Sizing map:
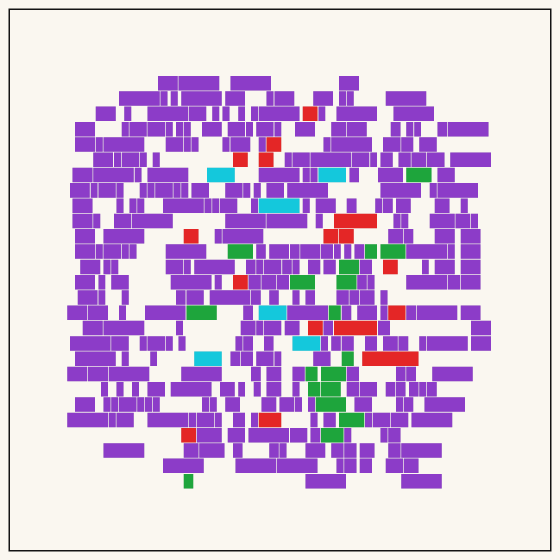
Placement by cell class:
Fill, decap, tap and diode cells in gray.
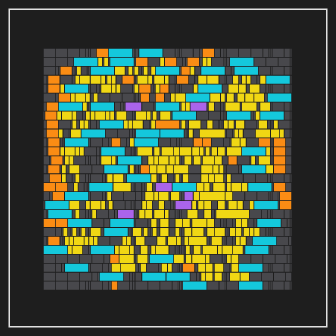
I/O nets highlighted:
Bar = 20 um.
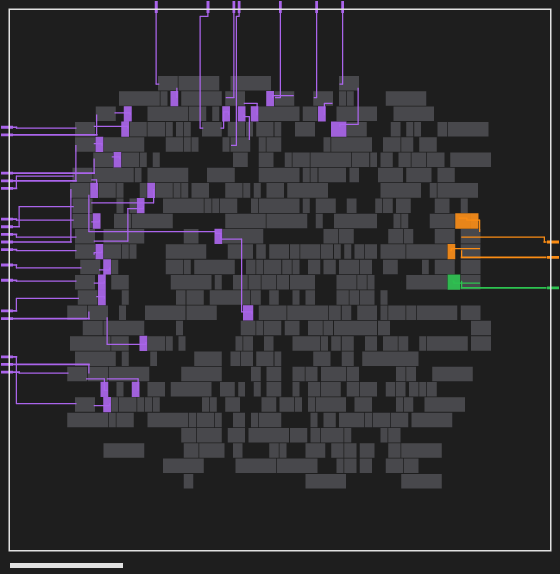
===== src/rtl/joybus_tx_frame_if.sv =====
`default_nettype none
// ============================================================================
// Module   : joybus_tx_frame_if
// Purpose  : Bundles the request, pad and status signals of joybus_tx_frame.
//            master = command sequencer / receiver side, slave = transmitter.
// Signals  : cmd_data[8*MAX_BYTES] frame (byte0 in the top byte, sent first)
//            cmd_len[LEN_W] byte count, cmd_vld request, stop_ctl stop type,
//            wait_rx response wait, rx_done receiver done,
//            jb_tx/jb_tx_oe pad level/enable, busy, tx_done, rx_timeout,
//            cmd_err status.
// Revision : 1.0 - initial release
// ============================================================================
interface joybus_tx_frame_if #(
    parameter int MAX_BYTES = 3
);
    localparam int LEN_W = $clog2(MAX_BYTES + 1);

    logic [8*MAX_BYTES-1:0] cmd_data;
    logic [LEN_W-1:0]       cmd_len;
    logic                   cmd_vld;
    logic                   stop_ctl;
    logic                   wait_rx;
    logic                   rx_done;
    logic                   jb_tx;
    logic                   jb_tx_oe;
    logic                   busy;
    logic                   tx_done;
    logic                   rx_timeout;
    logic                   cmd_err;

    modport master (
        output cmd_data, cmd_len, cmd_vld, stop_ctl, wait_rx, rx_done,
        input  jb_tx, jb_tx_oe, busy, tx_done, rx_timeout, cmd_err
    );

    modport slave (
        input  cmd_data, cmd_len, cmd_vld, stop_ctl, wait_rx, rx_done,
        output jb_tx, jb_tx_oe, busy, tx_done, rx_timeout, cmd_err
    );
endinterface
`default_nettype wire


===== src/rtl/joybus_tx_frame.sv =====
`default_nettype none
// ============================================================================
// Module   : joybus_tx_frame
// Purpose  : Joybus frame transmitter. Serialises 1..MAX_BYTES bytes MSB-first
//            as 4-quarter bit cells, appends a console or controller stop bit,
//            releases the line and optionally waits for the receiver.
// Ports    : clk  - system clock
//            rst  - synchronous active-high reset
//            bus  - joybus_tx_frame_if.slave (request inputs, pad and status
//                   outputs; all outputs registered)
// Revision : 1.0 - initial release
// ============================================================================
module joybus_tx_frame #(
    parameter int MAX_BYTES  = 3,
    parameter int T_Q        = 24,
    parameter int T_STOP_HI  = 48,
    parameter int RX_TIMEOUT = 2400
) (
    input  wire logic           clk,
    input  wire logic           rst,
    joybus_tx_frame_if.slave    bus
);
    localparam int LEN_W     = $clog2(MAX_BYTES + 1);
    localparam int c_DATA_W  = 8 * MAX_BYTES;
    localparam int c_BIT_W   = LEN_W + 3;
    localparam int c_MAX_A   = (3 * T_Q > T_STOP_HI) ? 3 * T_Q : T_STOP_HI;
    localparam int c_CNT_MAX = (c_MAX_A > RX_TIMEOUT) ? c_MAX_A : RX_TIMEOUT;
    localparam int c_CNT_W   = $clog2(c_CNT_MAX + 1);

    // Counter reload values: each phase lasts (load + 1) cycles.
    localparam logic [c_CNT_W-1:0] c_LD_Q   = c_CNT_W'(T_Q - 1);
    localparam logic [c_CNT_W-1:0] c_LD_2Q  = c_CNT_W'(2 * T_Q - 1);
    localparam logic [c_CNT_W-1:0] c_LD_3Q  = c_CNT_W'(3 * T_Q - 1);
    localparam logic [c_CNT_W-1:0] c_LD_HI  = c_CNT_W'(T_STOP_HI - 1);
    localparam logic [c_CNT_W-1:0] c_LD_RX  = c_CNT_W'(RX_TIMEOUT - 1);
    localparam logic [LEN_W-1:0]   c_MAX_LEN = LEN_W'(MAX_BYTES);

    typedef enum logic [2:0] {
        S_IDLE     = 3'd0,
        S_BIT_LO   = 3'd1,
        S_BIT_HI   = 3'd2,
        S_STOP_LO  = 3'd3,
        S_STOP_HI  = 3'd4,
        S_RCV_WAIT = 3'd5
    } state_t;

    state_t                r_state,  w_state_nxt;
    logic [c_CNT_W-1:0]    r_cnt,    w_cnt_nxt;
    logic [c_DATA_W-1:0]   r_shift,  w_shift_nxt;
    logic [c_BIT_W-1:0]    r_bit,    w_bit_nxt;
    logic [c_BIT_W-1:0]    r_last,   w_last_nxt;
    logic                  r_stop,   w_stop_nxt;
    logic                  r_wait,   w_wait_nxt;
    logic                  r_jb_tx,  w_jb_tx_nxt;
    logic                  r_oe,     w_oe_nxt;
    logic                  r_busy,   w_busy_nxt;
    logic                  r_tx_done, w_tx_done_nxt;
    logic                  r_rx_to,  w_rx_to_nxt;
    logic                  r_err,    w_err_nxt;
    logic                  w_len_ok;
    logic                  w_cnt_zero;

    assign w_len_ok   = (bus.cmd_len != '0) && (bus.cmd_len <= c_MAX_LEN);
    assign w_cnt_zero = (r_cnt == '0);

    always_ff @(posedge clk) begin
        if (rst) begin
            r_state   <= S_IDLE;
            r_cnt     <= '0;
            r_shift   <= '0;
            r_bit     <= '0;
            r_last    <= '0;
            r_stop    <= 1'b0;
            r_wait    <= 1'b0;
            r_jb_tx   <= 1'b1;
            r_oe      <= 1'b0;
            r_busy    <= 1'b0;
            r_tx_done <= 1'b0;
            r_rx_to   <= 1'b0;
            r_err     <= 1'b0;
        end else begin
            r_state   <= w_state_nxt;
            r_cnt     <= w_cnt_nxt;
            r_shift   <= w_shift_nxt;
            r_bit     <= w_bit_nxt;
            r_last    <= w_last_nxt;
            r_stop    <= w_stop_nxt;
            r_wait    <= w_wait_nxt;
            r_jb_tx   <= w_jb_tx_nxt;
            r_oe      <= w_oe_nxt;
            r_busy    <= w_busy_nxt;
            r_tx_done <= w_tx_done_nxt;
            r_rx_to   <= w_rx_to_nxt;
            r_err     <= w_err_nxt;
        end
    end

    always_comb begin
        w_state_nxt   = r_state;
        w_cnt_nxt     = r_cnt;
        w_shift_nxt   = r_shift;
        w_bit_nxt     = r_bit;
        w_last_nxt    = r_last;
        w_stop_nxt    = r_stop;
        w_wait_nxt    = r_wait;
        w_tx_done_nxt = 1'b0;
        w_rx_to_nxt   = 1'b0;
        w_err_nxt     = 1'b0;

        case (r_state)
            S_IDLE: begin
                // The tx_done cycle still belongs to the finished frame, so a
                // request presented then is not taken.
                if (bus.cmd_vld && !r_tx_done) begin
                    if (w_len_ok) begin
                        w_state_nxt = S_BIT_LO;
                        w_shift_nxt = bus.cmd_data;
                        w_bit_nxt   = '0;
                        // Index of the last bit is 8*len-1.
                        w_last_nxt  = {bus.cmd_len - LEN_W'(1), 3'b111};
                        w_stop_nxt  = bus.stop_ctl;
                        w_wait_nxt  = bus.wait_rx;
                        w_cnt_nxt   = bus.cmd_data[c_DATA_W-1] ? c_LD_Q : c_LD_3Q;
                    end else begin
                        w_err_nxt = 1'b1;
                    end
                end
            end
            S_BIT_LO: begin
                if (w_cnt_zero) begin
                    w_state_nxt = S_BIT_HI;
                    w_cnt_nxt   = r_shift[c_DATA_W-1] ? c_LD_3Q : c_LD_Q;
                end else begin
                    w_cnt_nxt = r_cnt - c_CNT_W'(1);
                end
            end
            S_BIT_HI: begin
                if (w_cnt_zero) begin
                    if (r_bit == r_last) begin
                        w_state_nxt = S_STOP_LO;
                        w_cnt_nxt   = r_stop ? c_LD_2Q : c_LD_Q;
                    end else begin
                        // Low time of the next cell depends on the bit that
                        // moves into the MSB position.
                        w_state_nxt = S_BIT_LO;
                        w_shift_nxt = r_shift << 1;
                        w_bit_nxt   = r_bit + c_BIT_W'(1);
                        w_cnt_nxt   = r_shift[c_DATA_W-2] ? c_LD_Q : c_LD_3Q;
                    end
                end else begin
                    w_cnt_nxt = r_cnt - c_CNT_W'(1);
                end
            end
            S_STOP_LO: begin
                if (w_cnt_zero) begin
                    w_state_nxt = S_STOP_HI;
                    w_cnt_nxt   = c_LD_HI;
                end else begin
                    w_cnt_nxt = r_cnt - c_CNT_W'(1);
                end
            end
            S_STOP_HI: begin
                if (w_cnt_zero) begin
                    w_tx_done_nxt = 1'b1;
                    if (r_wait) begin
                        w_state_nxt = S_RCV_WAIT;
                        w_cnt_nxt   = c_LD_RX;
                    end else begin
                        w_state_nxt = S_IDLE;
                    end
                end else begin
                    w_cnt_nxt = r_cnt - c_CNT_W'(1);
                end
            end
            S_RCV_WAIT: begin
                // rx_done takes priority over an expiring timeout.
                if (bus.rx_done) begin
                    w_state_nxt = S_IDLE;
                end else if (w_cnt_zero) begin
                    w_rx_to_nxt = 1'b1;
                    w_state_nxt = S_IDLE;
                end else begin
                    w_cnt_nxt = r_cnt - c_CNT_W'(1);
                end
            end
            default: begin
                w_state_nxt = S_IDLE;
            end
        endcase

        // Pad outputs are registered copies of the next-state decode so they
        // change on the same edge as the state.
        w_jb_tx_nxt = !((w_state_nxt == S_BIT_LO) || (w_state_nxt == S_STOP_LO));
        w_oe_nxt    = (w_state_nxt == S_BIT_LO)  || (w_state_nxt == S_BIT_HI) ||
                      (w_state_nxt == S_STOP_LO) || (w_state_nxt == S_STOP_HI);
        w_busy_nxt  = (w_state_nxt != S_IDLE);
    end

    assign bus.jb_tx      = r_jb_tx;
    assign bus.jb_tx_oe   = r_oe;
    assign bus.busy       = r_busy;
    assign bus.tx_done    = r_tx_done;
    assign bus.rx_timeout = r_rx_to;
    assign bus.cmd_err    = r_err;

endmodule
`default_nettype wire

===== src/flat_wrapper.sv =====
// flat-port wrapper written by rule: the top's interface ports become plain ports
module joybus_tx_frame_flat 
#(
    parameter int MAX_BYTES  = 3,
    parameter int T_Q        = 24,
    parameter int T_STOP_HI  = 48,
    parameter int RX_TIMEOUT = 2400
)
  (clk, rst, bus_cmd_data, bus_cmd_len, bus_cmd_vld, bus_stop_ctl, bus_wait_rx, bus_rx_done, bus_jb_tx, bus_jb_tx_oe, bus_busy, bus_tx_done, bus_rx_timeout, bus_cmd_err);
  joybus_tx_frame_if #(.MAX_BYTES(MAX_BYTES)) bus_i ();
  input  wire logic clk;
  input  wire logic rst;
  input wire logic [$bits(bus_i.cmd_data)-1:0] bus_cmd_data;
  input wire logic [$bits(bus_i.cmd_len)-1:0] bus_cmd_len;
  input wire logic [$bits(bus_i.cmd_vld)-1:0] bus_cmd_vld;
  input wire logic [$bits(bus_i.stop_ctl)-1:0] bus_stop_ctl;
  input wire logic [$bits(bus_i.wait_rx)-1:0] bus_wait_rx;
  input wire logic [$bits(bus_i.rx_done)-1:0] bus_rx_done;
  output wire logic [$bits(bus_i.jb_tx)-1:0] bus_jb_tx;
  output wire logic [$bits(bus_i.jb_tx_oe)-1:0] bus_jb_tx_oe;
  output wire logic [$bits(bus_i.busy)-1:0] bus_busy;
  output wire logic [$bits(bus_i.tx_done)-1:0] bus_tx_done;
  output wire logic [$bits(bus_i.rx_timeout)-1:0] bus_rx_timeout;
  output wire logic [$bits(bus_i.cmd_err)-1:0] bus_cmd_err;
  assign bus_i.cmd_data = bus_cmd_data;
  assign bus_i.cmd_len = bus_cmd_len;
  assign bus_i.cmd_vld = bus_cmd_vld;
  assign bus_i.stop_ctl = bus_stop_ctl;
  assign bus_i.wait_rx = bus_wait_rx;
  assign bus_i.rx_done = bus_rx_done;
  assign bus_jb_tx = bus_i.jb_tx;
  assign bus_jb_tx_oe = bus_i.jb_tx_oe;
  assign bus_busy = bus_i.busy;
  assign bus_tx_done = bus_i.tx_done;
  assign bus_rx_timeout = bus_i.rx_timeout;
  assign bus_cmd_err = bus_i.cmd_err;
  joybus_tx_frame #(.MAX_BYTES(MAX_BYTES), .T_Q(T_Q), .T_STOP_HI(T_STOP_HI), .RX_TIMEOUT(RX_TIMEOUT)) u_core (.clk(clk), .rst(rst), .bus(bus_i));
endmodule

===== config.mk =====
export PLATFORM = sky130hd
export DESIGN_NAME = joybus_tx_frame_flat
export DESIGN_NICKNAME = d
export VERILOG_FILES = /design/src/rtl/joybus_tx_frame_if.sv /design/src/rtl/joybus_tx_frame.sv /design/src/flat_wrapper.sv
export SDC_FILE = /design/constraint.sdc
export NUM_CORES = 1
export LEC_CHECK = 0
export CAP_MARGIN = 25
export CORE_MARGIN = 10
export CORE_UTILIZATION = 50
export DETAILED_ROUTE_END_ITERATION = 7
export PLACE_DENSITY = 0.73
export SYNTH_ARGS = -nofsm -noshare
export SYNTH_HDL_FRONTEND = slang
export SYNTH_SLANG_ARGS = --single-unit

===== constraint.sdc =====
create_clock -name clk -period 2.8 [get_ports clk]
set_clock_uncertainty 0.05 [all_clocks]
set_input_delay 0.56 -clock clk [delete_from_list [all_inputs] [get_ports clk]]
set_output_delay 0.56 -clock clk [all_outputs]
set_load 0.03 [all_outputs]

==> summary.txt <==
run metrics: worst min path class reg -> reg, CTS tree built, cells traversed along the worst timing path inv_1, ha_1, or4b_2, o41ai_4, o22ai_2, nand2_4, o22ai_1, mux2_2, total wire length after detailed routing 6.74 mm, Static Leak 1.28 nW, via count of the first global-routing pass 2461, routability congestion estimate 0.865, area share, top type 38.1%, Fill cells 500, first-pass GRT wire length 11.4 mm, Design Power 2.19 mW, Max-cap violations 0, Worst Tran Pin Value 552 ps, instance tally after logic synthesis 353, part of the cycle the worst path needs 90.6%, worst hold margin 432 ps, yosys synthesis chip area 0.00289 mm^2, number of buffers on the longest clock path 2, total global routing track utilization 15.1%, number of design rule violations left after detail routing 0, CP Data Arrival Time 2680 ps, Seq share, synth 38.1%, Critical-path top delay cell or4b_2, maximum clock frequency 0.394 GHz, First DRT Iteration DRCs 120, post-synthesis average cell area 8.18 um^2, run status finished, final reports clean, count of inserted antenna diode cells 0, placement-stage cell area 0.00330 mm^2, placed cells 445, total number of vias 2603, Final Critical Period 2540 ps, DP Worst Slack 11.0 ps
## Picture notes: 'sizing map'
| color | size | cells | share |
|---|---|---|---|
| green | _2 cells | 18 | 4.7% |
| purple | _0 and _1 cells | 341 | 90% |
| red | _3 and _4 cells | 16 | 4.2% |
| cyan | _6 and larger | 6 | 1.6% |
number of ordinary and repair buffers in the finished layout: 48
smallest setup slack after layout: 263 ps
summed area of non-filler cells in the final layout: 0.00340 mm^2

## Picture notes: 'placement by cell class'
| color | class | cells | share of their area |
|---|---|---|---|
| cyan | flops | 55 | 33% |
| orange | other buffers and delay cells | 48 | 14% |
| purple | clock drivers and dummy loads | 6 | 2.3% |
| yellow | combinational and other logic | 272 | 50% |
area of the core: 0.00554 mm^2
fraction of area in registers: 32.4%
final design utilization: 61.3%
floorplan row count: 27

## Picture notes: 'I/O nets highlighted'
| color | port | bits | direction | end cells | buffers | wire |
|---|---|---|---|---|---|---|
| green | bus_cmd_vld | 1 | input | 1 | 1 | 21.2 um |
| orange | bus_cmd_len | 2 | input | 3 | 2 | 43.5 um |
| purple | bus_cmd_data | 24 | input | 25 | 24 | 531 um |
I/O Pins: 38
IO Port Bufs: 37

registers in the layout (all words and copies together), names as in the netlist:
register and cells:
u_core.bus.busy 1, u_core.bus.cmd_err 1, u_core.bus.jb_tx 1, u_core.bus.jb_tx_oe 1, u_core.bus.rx_timeout 1, u_core.bus.tx_done 1
u_core.r_bit 5, u_core.r_cnt 12, u_core.r_last 3, u_core.r_shift 24, u_core.r_state 3, u_core.r_stop 1
u_core.r_wait 1
power by group:
| group | switching, mW | total [mW] | leakage [nW] | internal (mW) |
|---|---|---|---|---|
| sequential | 0.0994 | 0.983 | 0.452 | 0.884 |
| clock | 0.252 | 0.419 | 0.0361 | 0.167 |
| combinational | 0.460 | 0.793 | 0.795 | 0.333 |
metal layers:
| layer | GRT usage [%] | up-vias | wire length, um |
|---|---|---|---|
| met4 | 3.81 | 0 | 82 |
| li1 | - | 1335 | - |
| met1 | 20.6 | 1194 | 3250 |
| met3 | 3.66 | 8 | 372 |
| met5 | 0 | - | 0 |
| met2 | 23.1 | 66 | 3040 |
cell usage after synthesis, drive strengths merged, types with 2 or more instances:
| cell | count |
|---|---|
| nor3 | 19 |
| or4 | 5 |
| o22ai | 3 |
| o32a | 2 |
| mux2i | 4 |
| inv | 8 |
| o21a | 3 |
| a22oi | 2 |
| dfxtp | 55 |
| a21oi | 12 |
| nand2 | 61 |
| o21ai | 4 |
| nor4b | 3 |
| nor2b | 3 |
| nand3 | 3 |
| o31ai | 3 |
| a311oi | 25 |
| or3 | 2 |
| xor2 | 8 |
| or2 | 4 |
| and2 | 3 |
| clkbuf | 16 |
| nor2 | 49 |
| nand4 | 5 |
| nand2b | 3 |
| a211oi | 6 |
| buf | 10 |
| o221ai | 2 |
| ha | 4 |
| a21o | 2 |
| nor4 | 11 |
cell type report:
| type | instances | area (um^2) | area share [%] |
|---|---|---|---|
| Multi-Input combinational cell | 264 | 1640 | 48.3 |
| Clock inverter | 1 | 7.51 | 0.221 |
| Timing Repair Buffer | 48 | 460 | 13.5 |
| Inverter | 8 | 30.0 | 0.884 |
| Clock buffer | 5 | 68.8 | 2.03 |
| Sequential cell | 55 | 1100 | 32.4 |
| Tap cell | 72 | 90.1 | 2.65 |
kinds of logic after synthesis:
| kind of cell | Yosys count | synth area share, % |
|---|---|---|
| muxes | 5 | 1.78 |
| and+or+nand+nor | 175 | 30.2 |
| AOI/OAI and AO/OA | 71 | 19.9 |
| buffers and inverters | 34 | 5.55 |
| xor gates and xnor gates | 9 | 2.73 |
| adders and majority gates | 4 | 1.73 |
| DFF | 55 | 38.1 |
final timing paths:
kind	slack (ps)	cells past startpoint	end	start
hold / removal	430	2	u_core.r_shift[6]	u_core.r_shift[5]
hold reg to reg	430	2	u_core.r_shift[6]	u_core.r_shift[5]
setup / recovery	260	8	u_core.r_cnt[7]	u_core.r_cnt[0]
setup reg to reg	260	8	u_core.r_cnt[7]	u_core.r_cnt[0]
worst register-to-register path, delay by kind of cell, from the launching register on:
kind | cells | cell delay [ps]
muxes | 1 | 270
and+or+nand+nor | 2 | 850
adders and majority gates | 1 | 180
DFF | 1 | 360
AOI/OAI and AO/OA | 3 | 640
buffers and inverters | 1 | 90
Power is estimated from default activity; no workload was simulated.
